[src/rtl/fibo_pkg.sv]
// Shared types and constants for the Fibonacci requester and its golden model.
package fibo_pkg;

  typedef enum logic [2:0] {
    IDLE,
    ISSUE,
    WAIT,
    CHECK,
    REPORT
  } state_t;

  localparam int SIZE_DEFAULT    = 4;
  localparam int TIMEOUT_DEFAULT = 64;

  localparam int F0 = 0;
  localparam int F1 = 1;

endpackage

[src/rtl/fibo_requester_if.sv]
// Command, calculator and result signals between the requester and its neighbours.
interface fibo_requester_if
  import fibo_pkg::*;
#(
  parameter int SIZE = SIZE_DEFAULT
);

  logic            cmd_valid;
  logic [SIZE-1:0] cmd_count;
  logic            cmd_ready;

  logic            start;
  logic [SIZE-1:0] count;
  logic            done;
  logic [SIZE-1:0] data;

  logic            res_valid;
  logic [SIZE-1:0] res_data;
  logic            res_err;
  logic            res_timeout;
  logic            res_ready;

  modport master (
    input  cmd_valid, cmd_count, done, data, res_ready,
    output cmd_ready, start, count, res_valid, res_data, res_err, res_timeout
  );

  modport slave (
    output cmd_valid, cmd_count, done, data, res_ready,
    input  cmd_ready, start, count, res_valid, res_data, res_err, res_timeout
  );

endinterface

[src/rtl/fibo_golden.sv]
// Iterative Fibonacci reference: two-register add with wrap, one iteration per cycle.
module fibo_golden
  import fibo_pkg::*;
#(
  parameter int SIZE = SIZE_DEFAULT
) (
  input  logic            clk,
  input  logic            rst,
  input  logic            load,
  input  logic [SIZE-1:0] n,
  output logic [SIZE-1:0] value,
  output logic            done
);

  logic [SIZE-1:0] prev;
  logic [SIZE-1:0] cur;
  logic [SIZE-1:0] iter;
  logic [SIZE-1:0] target;

  // cur holds F(iter); index 0 is the only case where prev is the answer
  assign done  = (iter >= target);
  assign value = (target == '0) ? prev : cur;

  always_ff @(posedge clk or posedge rst) begin
    if (rst) begin
      prev   <= '0;
      cur    <= '0;
      iter   <= '0;
      target <= '0;
    end else if (load) begin
      prev   <= SIZE'(F0);
      cur    <= SIZE'(F1);
      iter   <= SIZE'(1);
      target <= n;
    end else if (!done) begin
      prev <= cur;
      cur  <= prev + cur;
      iter <= iter + SIZE'(1);
    end
  end

endmodule

[src/rtl/fibo_requester.sv]
// Issues requests to the Fibonacci calculator, captures DONE/DATA, checks against
// the golden model and reports result, mismatch and timeout on a valid/ready port.
module fibo_requester
  import fibo_pkg::*;
#(
  parameter int SIZE    = SIZE_DEFAULT,
  parameter int TIMEOUT = TIMEOUT_DEFAULT
) (
  input  logic                 clk,
  input  logic                 rst,
  fibo_requester_if.master     bus
);

  localparam int TW = $clog2(TIMEOUT) + 1;

  state_t          state;
  logic            done_q;
  logic [TW-1:0]   timer;
  logic            load;
  logic            done_edge;
  logic [SIZE-1:0] gold_value;
  logic            gold_done;

  assign bus.cmd_ready = (state == IDLE);
  assign load          = (state == IDLE) && bus.cmd_valid;
  assign done_edge     = bus.done & ~done_q;

  fibo_golden #(
    .SIZE (SIZE)
  ) u_golden (
    .clk   (clk),
    .rst   (rst),
    .load  (load),
    .n     (bus.cmd_count),
    .value (gold_value),
    .done  (gold_done)
  );

  always_ff @(posedge clk or posedge rst) begin
    if (rst) begin
      state           <= IDLE;
      done_q          <= 1'b0;
      timer           <= '0;
      bus.start       <= 1'b0;
      bus.count       <= '0;
      bus.res_valid   <= 1'b0;
      bus.res_data    <= '0;
      bus.res_err     <= 1'b0;
      bus.res_timeout <= 1'b0;
    end else begin
      done_q <= bus.done;
      unique case (state)
        IDLE: begin
          if (bus.cmd_valid) begin
            bus.count <= bus.cmd_count;
            bus.start <= 1'b1;
            state     <= ISSUE;
          end
        end
        ISSUE: begin
          bus.start <= 1'b0;
          timer     <= '0;
          state     <= WAIT;
        end
        WAIT: begin
          // a DONE edge on the final timer cycle still counts as a completion
          if (done_edge) begin
            bus.res_data <= bus.data;
            if (gold_done) begin
              bus.res_err   <= (bus.data != gold_value);
              bus.res_valid <= 1'b1;
              state         <= REPORT;
            end else begin
              state <= CHECK;
            end
          end else if (timer == TW'(TIMEOUT - 1)) begin
            bus.res_timeout <= 1'b1;
            bus.res_err     <= 1'b0;
            bus.res_data    <= '0;
            bus.res_valid   <= 1'b1;
            state           <= REPORT;
          end else begin
            timer <= timer + TW'(1);
          end
        end
        CHECK: begin
          if (gold_done) begin
            bus.res_err   <= (bus.res_data != gold_value);
            bus.res_valid <= 1'b1;
            state         <= REPORT;
          end
        end
        REPORT: begin
          if (bus.res_ready) begin
            bus.res_valid   <= 1'b0;
            bus.res_err     <= 1'b0;
            bus.res_timeout <= 1'b0;
            state           <= IDLE;
          end
        end
        default: state <= IDLE;
      endcase
    end
  end

endmodule

[src/flat_wrapper.sv]
// flat-port wrapper written by rule: the top's interface ports become plain ports
module fibo_requester_flat import fibo_pkg::*;
#(
  parameter int SIZE    = SIZE_DEFAULT,
  parameter int TIMEOUT = TIMEOUT_DEFAULT
)
  (clk, rst, bus_cmd_valid, bus_cmd_count, bus_done, bus_data, bus_res_ready, bus_cmd_ready, bus_start, bus_count, bus_res_valid, bus_res_data, bus_res_err, bus_res_timeout);
  fibo_requester_if #(.SIZE(SIZE)) bus_i ();
  input  logic clk;
  input  logic rst;
  input wire logic [$bits(bus_i.cmd_valid)-1:0] bus_cmd_valid;
  input wire logic [$bits(bus_i.cmd_count)-1:0] bus_cmd_count;
  input wire logic [$bits(bus_i.done)-1:0] bus_done;
  input wire logic [$bits(bus_i.data)-1:0] bus_data;
  input wire logic [$bits(bus_i.res_ready)-1:0] bus_res_ready;
  output wire logic [$bits(bus_i.cmd_ready)-1:0] bus_cmd_ready;
  output wire logic [$bits(bus_i.start)-1:0] bus_start;
  output wire logic [$bits(bus_i.count)-1:0] bus_count;
  output wire logic [$bits(bus_i.res_valid)-1:0] bus_res_valid;
  output wire logic [$bits(bus_i.res_data)-1:0] bus_res_data;
  output wire logic [$bits(bus_i.res_err)-1:0] bus_res_err;
  output wire logic [$bits(bus_i.res_timeout)-1:0] bus_res_timeout;
  assign bus_i.cmd_valid = bus_cmd_valid;
  assign bus_i.cmd_count = bus_cmd_count;
  assign bus_i.done = bus_done;
  assign bus_i.data = bus_data;
  assign bus_i.res_ready = bus_res_ready;
  assign bus_cmd_ready = bus_i.cmd_ready;
  assign bus_start = bus_i.start;
  assign bus_count = bus_i.count;
  assign bus_res_valid = bus_i.res_valid;
  assign bus_res_data = bus_i.res_data;
  assign bus_res_err = bus_i.res_err;
  assign bus_res_timeout = bus_i.res_timeout;
  fibo_requester #(.SIZE(SIZE), .TIMEOUT(TIMEOUT)) u_core (.clk(clk), .rst(rst), .bus(bus_i));
endmodule
[config.mk]
export PLATFORM = sky130hd
export DESIGN_NAME = fibo_requester_flat
export DESIGN_NICKNAME = d
export VERILOG_FILES = /design/src/rtl/fibo_pkg.sv /design/src/rtl/fibo_requester_if.sv /design/src/rtl/fibo_golden.sv /design/src/rtl/fibo_requester.sv /design/src/flat_wrapper.sv
export SDC_FILE = /design/constraint.sdc
export NUM_CORES = 1
export LEC_CHECK = 0
export CORE_MARGIN = 5
export CORE_UTILIZATION = 49
export DETAILED_ROUTE_END_ITERATION = 16
export PLACE_DENSITY = 0.71
export SLEW_MARGIN = 20
export SYNTH_ARGS = -nofsm -noshare
export SYNTH_HDL_FRONTEND = slang
export SYNTH_SLANG_ARGS = --single-unit
[constraint.sdc]
create_clock -name clk -period 1.84 [get_ports clk]
set_input_delay 0.368 -clock clk [delete_from_list [all_inputs] [get_ports clk]]
set_output_delay 0.368 -clock clk [all_outputs]
set_load 0.02 [all_outputs]
==> results_dict.tcl, run 1 <==
# metrics dict for downstream scripts
set metrics [dict create \
    status "finished, violations left" \
    violations "setup timing" \
    clkPwrFrac_pct 10.2 \
    fp_util_pct 51.8 \
    drive_gt1_share_pct 23.8 \
    inverters 14 \
    largest_class "multi-input combinational cells" \
    synth_flops 35 \
    seq_share_pct 32.9 \
    async_flop_share_pct 100 \
    hold_class "input pin to asynchronous set/reset pin" \
    drt_iter0_drc 88 \
    cts_resized 13 \
    fin_crit_ns 1.97 \
    synth_cell_types 44 \
    reg2reg_depth 5 \
    chipArea_um2 5320 \
    fin_nets 283 \
    stdcell_area_um2 2670 \
    cp_data_arrival_time_ns 2.12 \
    gp_congestion 0.850 \
    post-cts-setup-buffers 0 \
    antenna_found_initial 0 \
    p_sw_mw 2.18 \
    die-height_um 72.9 \
    max_freq_ghz 0.509 \
    seqPwrFrac_pct 27.1 \
    power_density_nw_per_um2 1970 \
    grt.overflow.total 0 \
    n_all_buffers 55 \
    firstDrtPassIters 4 \
    swShare_pct 41.4 \
    fin_ws_ns -0.126 \
    path_clk_slew_ns 0.07 \
    rows 22 \
    edf_count 0 \
    startpoint_type "register" \
    path_max_fanout 5 \
    via_per_inst 5.37 \
    final-setup-viol-count 16 \
    taps 48 \
    relSlewSlack_pct 60.2 \
    clk_share_pct 3.04 \
    rsz0062_at_grt "true" \
]
==> run 1: worst paths after layout <==
path | startpoint | endpoint
setup / recovery | u_core.u_golden.target[3]$_DFFE_PP0P_ | u_core.bus.res_err$_DFFE_PP0P_
hold / removal | rst | u_core.timer[3]$_DFFE_PP0P_
setup reg to reg | u_core.u_golden.target[3]$_DFFE_PP0P_ | u_core.bus.res_err$_DFFE_PP0P_
hold reg to reg | u_core.bus.start$_DFFE_PP0P_ | u_core.bus.start$_DFFE_PP0P_
max in group asynchronous | rst | u_core.u_golden.target[0]$_DFFE_PP0P_
min in group clk | u_core.bus.start$_DFFE_PP0P_ | u_core.bus.start$_DFFE_PP0P_
==> run 1: registers in the layout (all words and copies together), names as in the netlist <==
| register | count |
|---|---|
| u_core.bus.res_data | 4 |
| u_core.bus.res_err | 1 |
| u_core.bus.res_timeout | 1 |
| u_core.bus.res_valid | 1 |
| u_core.bus.start | 1 |
| u_core.done_q | 1 |
| u_core.state | 3 |
| u_core.timer | 7 |
| u_core.u_golden.cur | 4 |
| u_core.u_golden.iter | 4 |
| u_core.u_golden.prev | 4 |
| u_core.u_golden.target | 4 |
==> run 1: cell usage after synthesis (2+ instances only) <==
cell	number	area, µm²
or2_2	2	12.5
buf_2	3	15.0
nand4_1	4	25.0
nor3b_1	2	15.0
ha_1	9	113
clkbuf_1	3	11.3
a22o_1	4	35.0
nand2b_1	2	12.5
dfrtp_1	35	876
nor2b_1	6	37.5
nor3_1	4	20.0
a221oi_1	2	17.5
nand2_1	24	90.1
a211oi_1	4	30.0
o22ai_1	3	18.8
xnor2_1	4	35.0
o21ai_0	8	40.0
and3_1	2	12.5
a21oi_1	5	25.0
mux2i_1	9	90.1
inv_1	14	52.6
nor2_1	22	82.6
and2_1	2	12.5
a2111oi_0	2	17.5
a31oi_1	2	12.5
xor2_1	9	78.8
==> run 1: logic make-up after synthesis <==
group           share of synthesized area (%)
compound gates                           13.5
simple gates                             19.9
mux                                      4.65
buf+inv                                  4.06
flops                                    45.2
fa+ha+maj                                6.84
xor+xnor                                 5.87
==> run 1: layout by cell type, fill, tap and decap left out, drive strengths merged, types with 4 or more instances in the layout <==
master / instances
dfrtp: 35
buf: 30
nand2: 24
clkdlybuf4s50: 23
nor2: 23
inv: 14
mux2i: 9
xor2: 9
ha: 9
o21ai: 8
clkbuf: 7
nor2b: 6
a21oi: 5
nand4: 4
a211oi: 4
a22o: 4
nor3: 4
xnor2: 4
==> run 1: routing by layer <==
layer | share of wire [%] | track usage, % | up-vias
met5 | 0 | 0 | -
met4 | 1.4 | 6.76 | 0
met2 | 51 | 32.9 | 33
li1 | - | - | 824
met1 | 43 | 22.7 | 793
met3 | 4.1 | 4.96 | 8
==> run 1: critical path, cell delays in order (launching register included) <==
cell,delay (ns)
dfrtp_2,0.42
or4_4,0.59
nor3_1,0.31
a221oi_1,0.14
o31ai_2,0.26
o211ai_1,0.12
==> run 1: power by group through the flow <==
stage          registers (mW)  logic (mW)  clock network [mW]
5_1_grt                  1.46        3.64               0.585
4_1_cts                  1.40        3.03               0.552
3_3_place_gp             1.38        2.71                   0
3_5_place_dp             1.41        2.83                   0
6_report                 1.43        3.30               0.536
2_1_floorplan            1.53        1.69                   0
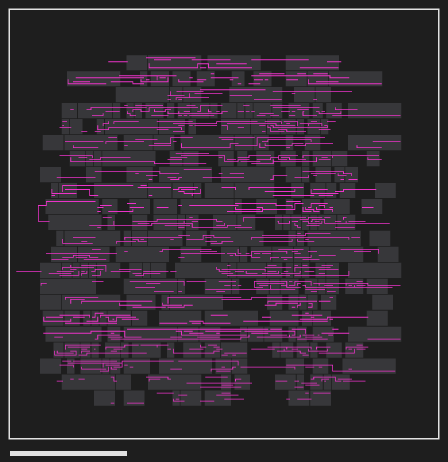
(run_1/m1.png)
Scale bar: 20 µm.
wire length on this layer = 2040 µm
longest straight run = 23.9 µm
main direction = horizontal
GR Layer Usage met1: 22.7%
Vias: 1658
final wirelength: 4710 µm

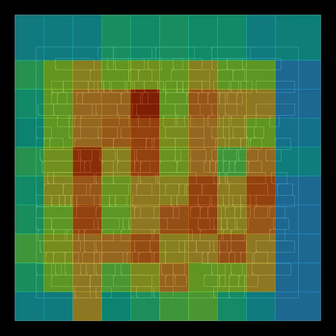
(run_1/congestion_map.png)
drt wl/cell: 15.2 µm
post-layout util: 71.4%
met2 global-route usage: 32.9%
Tot GR Track Use: 19.0%

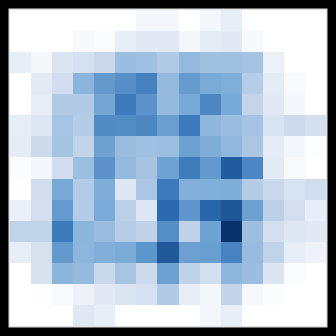
(run_1/route_heat.png)
The die is cut into 15 by 15 equal tiles; white is low, dark blue is high, scaled to the fullest tile. Values are wire area over tile area, all layers added.
mean over tiles = 0.14
emptiest ninth of the die = upper right
tiles over half the peak = 18%

==> run 2: changes to the inputs <==
Settings changed: CORE_UTILIZATION 49 to 51, CTS_BUF_LIST set to sky130_fd_sc_hd__clkbuf_4, PLACE_DENSITY 0.71 to 0.74.
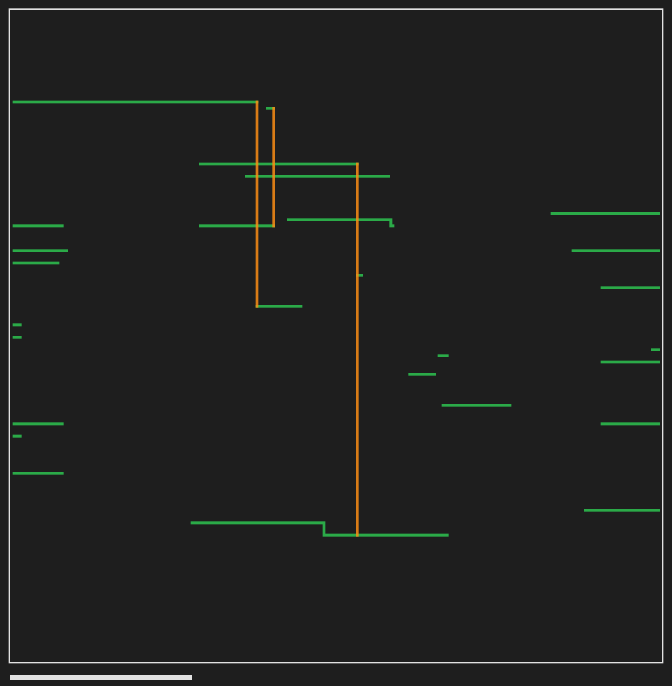
(run_2/layers.png)
Scale bar: 20 µm. Two of the layers only.
green -> M3  # wire length 203 µm
orange -> M4  # wire length 76.2 µm
Vias: 1645
drt wl/cell: 14.8 µm

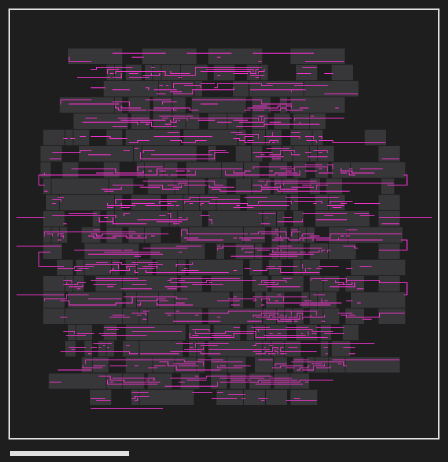
(run_2/m1.png)
Scale bar: 20 µm.
nets with wire on the layer = 260
longest straight run = 19.8 µm
main direction = horizontal
wire length on this layer = 2150 µm
share of all routed wire = 47%

==> run 2 against run 1 <==
The flow still finishes with violations (setup timing). Sequential power shrank 3%. Sequential share of layout area increased by 0.12 points. Die area fell by 3.4%. Critical endpoint unchanged. First-iteration DRC count grew 59%. Largest power group unchanged. Clock skew is 0.014 ns higher. Worst hold slack got worse by 0.095 ns. Via count down 0.78%. Count of clock-buffer cells in the layout down 1. Routed wire length decreased by 2.3%. Clock power fell by 18%. Register-to-register slack hardly changed.
==> results_dict.tcl, run 2 <==
# metrics dict for downstream scripts
set metrics [dict create \
    status "finished, violations left" \
    violations "setup timing" \
    largest_register_ffs 7 \
    die-height_um 71.7 \
    top_area_share_pct 45.2 \
    relSlewSlack_pct 59.0 \
    cp_data_arrival_time_ns 2.21 \
    grt.total_usage_pct 19.6 \
    final-setup-viol-count 15 \
    antenna_found_initial 0 \
    path_max_fanout 6 \
    gp_congestion 0.867 \
    startpoint "u_core.u_golden.target[0]$_DFFE_PP0P_" \
    fp_util_pct 53.0 \
    crit_family "AND-OR/OR-AND gates" \
    fin_ws_ns -0.118 \
    startpoint_type "register" \
    stdcell_area_um2 2660 \
    drt_iter0_drc 140 \
    layout_top_cells "dfrtp_1 (32), buf_4 (29), nor2_1 (22), nand2_1 (22), clkdlybuf4s50_1 (20)" \
    drive_gt1_share_pct 25.5 \
    top_cells_by_area "dfrtp_1 (45%), ha_1 (5.8%), mux2i_1 (4.6%)" \
    fin_nets 285 \
    synth_flops 35 \
    path_clk_slew_ns 0.12 \
    most_common_cell "dfrtp_1" \
    yosysTopAreaCell "dfrtp_1" \
    slowest_delay_ns 0.47 \
    common_cells "dfrtp_1 (35), nand2_1 (24), nor2_1 (22)" \
    fin_crit_ns 1.96 \
    slowest_stage "or4_4" \
    synth_cell_types 44 \
    async_flop_share_pct 100 \
    power_density_nw_per_um2 1930 \
    final_core_util_pct 72.7 \
    hold_class "input pin to asynchronous set/reset pin" \
]
==> run 2: layout make-up <==
| cell class | instances | area (µm²) |
|---|---|---|
| clock inverters | 2 | 12.5 |
| inverters | 14 | 52.6 |
| fillers | 275 | 1000 |
| clock buffers | 6 | 45.0 |
| flip-flops and latches | 35 | 880 |
| well taps | 48 | 60.1 |
| repair buffers | 57 | 507 |
| multi-input cells | 149 | 1100 |
==> run 2: worst max path at each step <==
stage / slack, ns / cells after the start / endpoint
after global routing: -0.20 / 8 / u_core.bus.res_err$_DFFE_PP0P_
final: -0.12 / 7 / u_core.bus.res_err$_DFFE_PP0P_
after global placement: -0.21 / 5 / u_core.bus.res_err$_DFFE_PP0P_
after floorplan: -0.12 / 7 / u_core.bus.res_err$_DFFE_PP0P_
after CTS: -0.13 / 7 / u_core.bus.res_err$_DFFE_PP0P_
after detailed placement: -0.23 / 5 / u_core.bus.res_err$_DFFE_PP0P_
==> run 2: repair_timing <==
item                       CTS  global route
setup endpoints to repair   19            22
gates resized               22            13
pin swaps                    8             5
buffers inserted             6             0
==> run 2: worst reg2reg max path: stages, from the launching register on <==
cell      delay, ns
dfrtp_2        0.46
buf_6          0.13
or4_4          0.47
nor2_2         0.10
a21oi_1        0.05
a221o_1        0.34
o31ai_2        0.19
o211ai_1       0.12
==> run 2: kinds of logic after synthesis <==
logic type / synth area share [%]
xor+xnor: 5.87
simple gates: 19.9
flops: 45.2
fa+ha+maj: 6.84
mux: 4.65
buf+inv: 4.06
compound gates: 13.5
==> run 2: power breakdown <==
group          internal, mW  switching, mW  leakage, nW
Sequential             1.09          0.301        0.437
Combinational          1.70           1.61        0.816
Clock                 0.162          0.278       0.0317
Total                  2.95           2.19         1.28
==> run 2: metrics by stage <==
step,total power [mW],setup TNS (ns)
final,5.14,-0.819
after global routing,5.55,-2.50
after global placement,4.11,-1.63
after detailed placement,4.18,-2.54
after floorplan,3.22,-0.618
after CTS,5.12,-0.717
==> run 2: per-layer routing <==
metal	share of wire, %	GRT usage (%)	vias to the layer above
met5	0	0	-
met4	1.7	6.26	0
met3	4.4	5.33	7
met2	47	31.4	32
met1	47	25.8	784
li1	-	-	822
Power and IR drop assume default switching activity.
